$ cat src/rtl/sram_arbiter_if.sv
// Requester-side handshake and SRAM pad signals shared by sram_arbiter and its users.
// slave = arbiter view, master = requester/pad view.
interface sram_arbiter_if #(
  parameter int N_REQ  = 4,
  parameter int ADDR_W = 20,
  parameter int DATA_W = 16
);
  logic [N_REQ-1:0]        req;
  logic [N_REQ-1:0]        req_we;
  logic [N_REQ*ADDR_W-1:0] req_addr;
  logic [N_REQ*DATA_W-1:0] req_wdata;
  logic [N_REQ-1:0]        ack;
  logic [N_REQ-1:0]        grant;
  logic [DATA_W-1:0]       rd_data;
  logic                    busy;
  logic [ADDR_W-1:0]       sram_addr;
  logic                    sram_ce_n;
  logic                    sram_oe_n;
  logic                    sram_we_n;
  logic [DATA_W-1:0]       sram_dq_out;
  logic                    sram_dq_oe;
  logic [DATA_W-1:0]       sram_dq_in;

  modport slave (
    input  req, req_we, req_addr, req_wdata, sram_dq_in,
    output ack, grant, rd_data, busy, sram_addr, sram_ce_n, sram_oe_n,
           sram_we_n, sram_dq_out, sram_dq_oe
  );

  modport master (
    output req, req_we, req_addr, req_wdata, sram_dq_in,
    input  ack, grant, rd_data, busy, sram_addr, sram_ce_n, sram_oe_n,
           sram_we_n, sram_dq_out, sram_dq_oe
  );
endinterface

$ cat src/rtl/sram_arbiter.sv
// Round-robin (optional fixed-priority requester 0) arbiter for one shared single-word SRAM port.
// Ack ACCESS_CYCLES+1 cycles after the win; requesters hold req/operands until ack, nothing is aborted.
module sram_arbiter #(
  parameter int N_REQ         = 4,
  parameter int ADDR_W        = 20,
  parameter int DATA_W        = 16,
  parameter int ACCESS_CYCLES = 2,
  parameter bit PRIO0         = 1'b0
) (
  input logic           i_clk,
  input logic           i_rst,
  sram_arbiter_if.slave bus
);
  localparam int IDX_W = (N_REQ > 1) ? $clog2(N_REQ) : 1;
  localparam int CNT_W = (ACCESS_CYCLES > 1) ? $clog2(ACCESS_CYCLES) : 1;

  typedef enum logic {IDLE, ACCESS} state_t;

  state_t           state;
  logic [IDX_W-1:0] ptr;
  logic [CNT_W-1:0] cnt;
  logic [N_REQ-1:0] elig;
  logic             win_vld;
  logic [IDX_W-1:0] win_idx;
  logic [IDX_W-1:0] cand;

  // The requester being acked this cycle is excluded, so it cannot win back-to-back.
  always_comb begin
    elig    = bus.req & ~bus.ack;
    win_vld = 1'b0;
    win_idx = '0;
    cand    = '0;
    if (PRIO0 && elig[0]) begin
      win_vld = 1'b1;
      win_idx = '0;
    end else begin
      for (int i = 1; i <= N_REQ; i++) begin
        cand = IDX_W'((int'(ptr) + i) % N_REQ);
        if (!win_vld && elig[cand]) begin
          win_vld = 1'b1;
          win_idx = cand;
        end
      end
    end
  end

  always_ff @(posedge i_clk) begin
    if (i_rst) begin
      state           <= IDLE;
      ptr             <= IDX_W'(N_REQ - 1);
      cnt             <= '0;
      bus.ack         <= '0;
      bus.grant       <= '0;
      bus.busy        <= 1'b0;
      bus.rd_data     <= '0;
      bus.sram_addr   <= '0;
      bus.sram_dq_out <= '0;
      bus.sram_dq_oe  <= 1'b0;
      bus.sram_ce_n   <= 1'b1;
      bus.sram_oe_n   <= 1'b1;
      bus.sram_we_n   <= 1'b1;
    end else begin
      bus.ack <= '0;
      case (state)
        IDLE: begin
          if (win_vld) begin
            bus.grant       <= N_REQ'(1) << win_idx;
            bus.busy        <= 1'b1;
            bus.sram_ce_n   <= 1'b0;
            bus.sram_addr   <= bus.req_addr[int'(win_idx)*ADDR_W +: ADDR_W];
            bus.sram_dq_out <= bus.req_wdata[int'(win_idx)*DATA_W +: DATA_W];
            bus.sram_oe_n   <= bus.req_we[win_idx];
            bus.sram_we_n   <= ~bus.req_we[win_idx];
            bus.sram_dq_oe  <= bus.req_we[win_idx];
            ptr             <= win_idx;
            cnt             <= CNT_W'(ACCESS_CYCLES - 1);
            state           <= ACCESS;
          end
        end
        ACCESS: begin
          if (cnt != '0) begin
            cnt <= cnt - CNT_W'(1);
          end else begin
            if (!bus.sram_oe_n) begin
              bus.rd_data <= bus.sram_dq_in;
            end
            // Address and write data stay on the pad; only strobes and ownership drop.
            bus.ack        <= bus.grant;
            bus.grant      <= '0;
            bus.busy       <= 1'b0;
            bus.sram_ce_n  <= 1'b1;
            bus.sram_oe_n  <= 1'b1;
            bus.sram_we_n  <= 1'b1;
            bus.sram_dq_oe <= 1'b0;
            state          <= IDLE;
          end
        end
        default: state <= IDLE;
      endcase
    end
  end
endmodule

$ cat src/flat_wrapper.sv
// flat-port wrapper written by rule: the top's interface ports become plain ports
module sram_arbiter_flat 
#(
  parameter int N_REQ         = 4,
  parameter int ADDR_W        = 20,
  parameter int DATA_W        = 16,
  parameter int ACCESS_CYCLES = 2,
  parameter bit PRIO0         = 1'b0
)
  (i_clk, i_rst, bus_req, bus_req_we, bus_req_addr, bus_req_wdata, bus_sram_dq_in, bus_ack, bus_grant, bus_rd_data, bus_busy, bus_sram_addr, bus_sram_ce_n, bus_sram_oe_n, bus_sram_we_n, bus_sram_dq_out, bus_sram_dq_oe);
  sram_arbiter_if #(.N_REQ(N_REQ), .ADDR_W(ADDR_W), .DATA_W(DATA_W)) bus_i ();
  input logic i_clk;
  input logic i_rst;
  input wire logic [$bits(bus_i.req)-1:0] bus_req;
  input wire logic [$bits(bus_i.req_we)-1:0] bus_req_we;
  input wire logic [$bits(bus_i.req_addr)-1:0] bus_req_addr;
  input wire logic [$bits(bus_i.req_wdata)-1:0] bus_req_wdata;
  input wire logic [$bits(bus_i.sram_dq_in)-1:0] bus_sram_dq_in;
  output wire logic [$bits(bus_i.ack)-1:0] bus_ack;
  output wire logic [$bits(bus_i.grant)-1:0] bus_grant;
  output wire logic [$bits(bus_i.rd_data)-1:0] bus_rd_data;
  output wire logic [$bits(bus_i.busy)-1:0] bus_busy;
  output wire logic [$bits(bus_i.sram_addr)-1:0] bus_sram_addr;
  output wire logic [$bits(bus_i.sram_ce_n)-1:0] bus_sram_ce_n;
  output wire logic [$bits(bus_i.sram_oe_n)-1:0] bus_sram_oe_n;
  output wire logic [$bits(bus_i.sram_we_n)-1:0] bus_sram_we_n;
  output wire logic [$bits(bus_i.sram_dq_out)-1:0] bus_sram_dq_out;
  output wire logic [$bits(bus_i.sram_dq_oe)-1:0] bus_sram_dq_oe;
  assign bus_i.req = bus_req;
  assign bus_i.req_we = bus_req_we;
  assign bus_i.req_addr = bus_req_addr;
  assign bus_i.req_wdata = bus_req_wdata;
  assign bus_i.sram_dq_in = bus_sram_dq_in;
  assign bus_ack = bus_i.ack;
  assign bus_grant = bus_i.grant;
  assign bus_rd_data = bus_i.rd_data;
  assign bus_busy = bus_i.busy;
  assign bus_sram_addr = bus_i.sram_addr;
  assign bus_sram_ce_n = bus_i.sram_ce_n;
  assign bus_sram_oe_n = bus_i.sram_oe_n;
  assign bus_sram_we_n = bus_i.sram_we_n;
  assign bus_sram_dq_out = bus_i.sram_dq_out;
  assign bus_sram_dq_oe = bus_i.sram_dq_oe;
  sram_arbiter #(.N_REQ(N_REQ), .ADDR_W(ADDR_W), .DATA_W(DATA_W), .ACCESS_CYCLES(ACCESS_CYCLES), .PRIO0(PRIO0)) u_core (.i_clk(i_clk), .i_rst(i_rst), .bus(bus_i));
endmodule
$ cat config.mk
export PLATFORM = sky130hd
export DESIGN_NAME = sram_arbiter_flat
export DESIGN_NICKNAME = d
export VERILOG_FILES = /design/src/rtl/sram_arbiter_if.sv /design/src/rtl/sram_arbiter.sv /design/src/flat_wrapper.sv
export SDC_FILE = /design/constraint.sdc
export NUM_CORES = 1
export LEC_CHECK = 0
export CORE_AREA = 2 2 113 115
export CTS_BUF_LIST = sky130_fd_sc_hd__clkbuf_16
export DETAILED_ROUTE_END_ITERATION = 8
export DIE_AREA = 0 0 115 117
export GPL_ROUTABILITY_DRIVEN = 1
export GPL_TIMING_DRIVEN = 0
export PLACE_DENSITY = 0.78
export SLEW_MARGIN = 20
export SYNTH_ARGS = -nofsm -noshare
export SYNTH_HDL_FRONTEND = slang
export SYNTH_SLANG_ARGS = --single-unit
$ cat constraint.sdc
create_clock -name i_clk -period 4.86 [get_ports i_clk]
set_clock_uncertainty 0.1 [all_clocks]
set_input_delay 0.972 -clock i_clk [delete_from_list [all_inputs] [get_ports i_clk]]
set_output_delay 0.972 -clock i_clk [all_outputs]
set_load 0.05 [all_outputs]
==> flow_summary.toml <==
# implementation run metrics
[clock_tree]
cts_buffers = 9
cts_hold_buf = 0
numClockSinks = 69

[drt]
vias_per_cell = 5.02
drtPass1Iterations = 5
vias = 3792

[power]
seqPwrFrac_pct = 30.0
vdd.ir_drop.worst_mv = 0.206
p_sw_share_pct = 34.1

[layout]
seq_share_pct = 21.5
comb_area_share_pct = 30.7
clkbuf_count = 9
buffers = 264
buf_share_pct = 39.8
final_common_cell = "clkdlybuf4s50_1"
final_area_um2 = 6420
final_layout_size_suffix_gt1_share_pct = 9.74

[floorplan]
die_area_um2 = 13500
ioPinCount = 235
core_um2 = 12300
die-width_um = 115
dieHeight_um = 117

[setup_path]
startpoint = "bus_req[2]"
critical-path-max-stage-delay_ns = 0.48
worstSetupStartpointType = "input pin"
rr_startpoint = "u_core.bus.ack[1]"
worstPathArrival_ns = 3.09
crit_chain = "clkdlybuf4s50_1 > nand2b_1 > nand4_1 > and2_1 > clkbuf_1 > clkbuf_1 > o21ai_0 > a221oi_1"
crit_end = "u_core.bus.sram_addr[10]"

[placement]
placed_cell_area_um2 = 6110
placed_cells = 740

[logic_synthesis]
edf_count = 0
yosys_area_um2 = 3590
synth_seq_share_pct = 38.5
synth.avg_cell_area_um2 = 10.0

[worst_hold_path]
hp-start = "u_core.bus.rd_data[9]"

[timing]
final-setup-viol-count = 0
max_freq_ghz = 0.337
tightest_slew_ns = 0.715
relSlewSlack_pct = 51.8

[global_routing]
grt_max_degree = 13

[run_status]
outcome = "finished clean"
layer usage:
metal	share of wire (%)	vias up	wire length (µm)	global-route usage, %
met5	0	-	0	0
met4	1.3	0	177	6.35
met3	9.9	13	1320	6.54
met2	50	158	6640	33.5
met1	39	1774	5150	21.4
li1	-	1847	-	-
cells by family (layout without fill, tap and decap cells):
group / after synthesis / after routing / share of synthesized area [%]
compound gates: 115 / 115 / 26.0
mux: 72 / 72 / 20.1
flops: 69 / 69 / 38.5
simple gates: 67 / 67 / 8.83
buf+inv: 34 / 283 / 6.52
power by group through the flow:
stage	Sequential (W)	Combinational, W	Clock [W]
after floorplan	0.000870	0.000328	0
after global placement	0.000672	0.000853	0
after detailed placement	0.000675	0.000863	0
after CTS	0.000664	0.000866	0.000704
after global routing	0.000671	0.000907	0.000733
final	0.000663	0.000857	0.000692
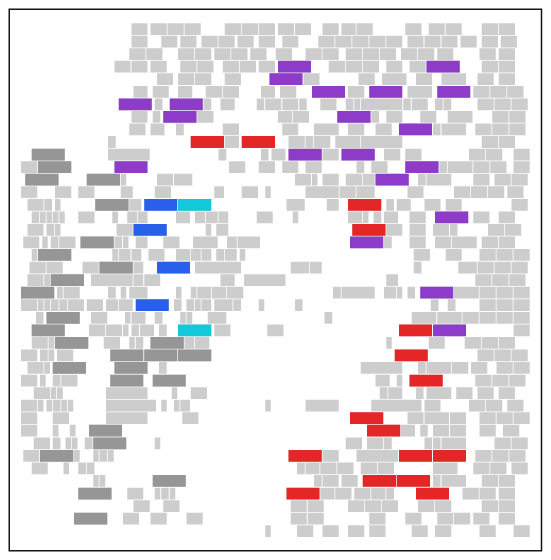
Figure 1: register map, names as in the netlist.
Other sequential cells in the stronger grey, the rest of the logic in the fainter grey.
- `u_core.bus.sram_dq_out`: red (sequential cells 16)
- `u_core.bus.sram_addr`: purple (sequential cells 20)
- `u_core.bus.ack`: blue (sequential cells 4; where left middle)
- `u_core.ptr`: cyan (sequential cells 2)
- not coloured: 27
sequential cell area: 1380 µm²
fin util: 52.2%

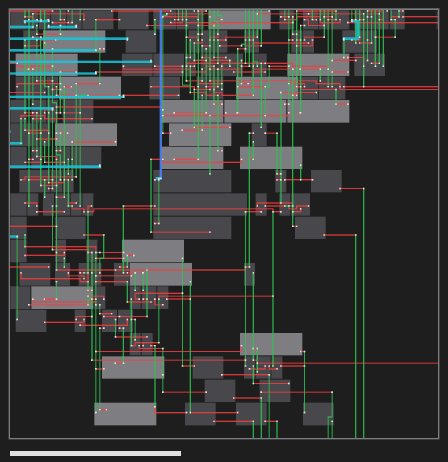
Figure 2: close-up of the layout.
The bar under the picture is 20 µm long. Region (4, 4) to (54, 54) µm. Cells in grey, sequential cells in the stronger grey; small squares are vias.
- M2: green
- M3: cyan
- M4: blue
- M1: red
- netlist names of flops here include: `u_core.bus.rd_data` (10)
- most frequent: clkdlybuf4s50_1 (29), nand2_1 (26), dfxtp_1 (19)
- cells with their middle in the window: 116
- sequential cells in the window: 19

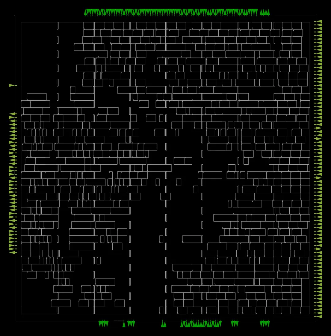
Figure 3: placed standard cells.
Rows: 41
tap cells: 150

Power is estimated from default activity; no workload was simulated.
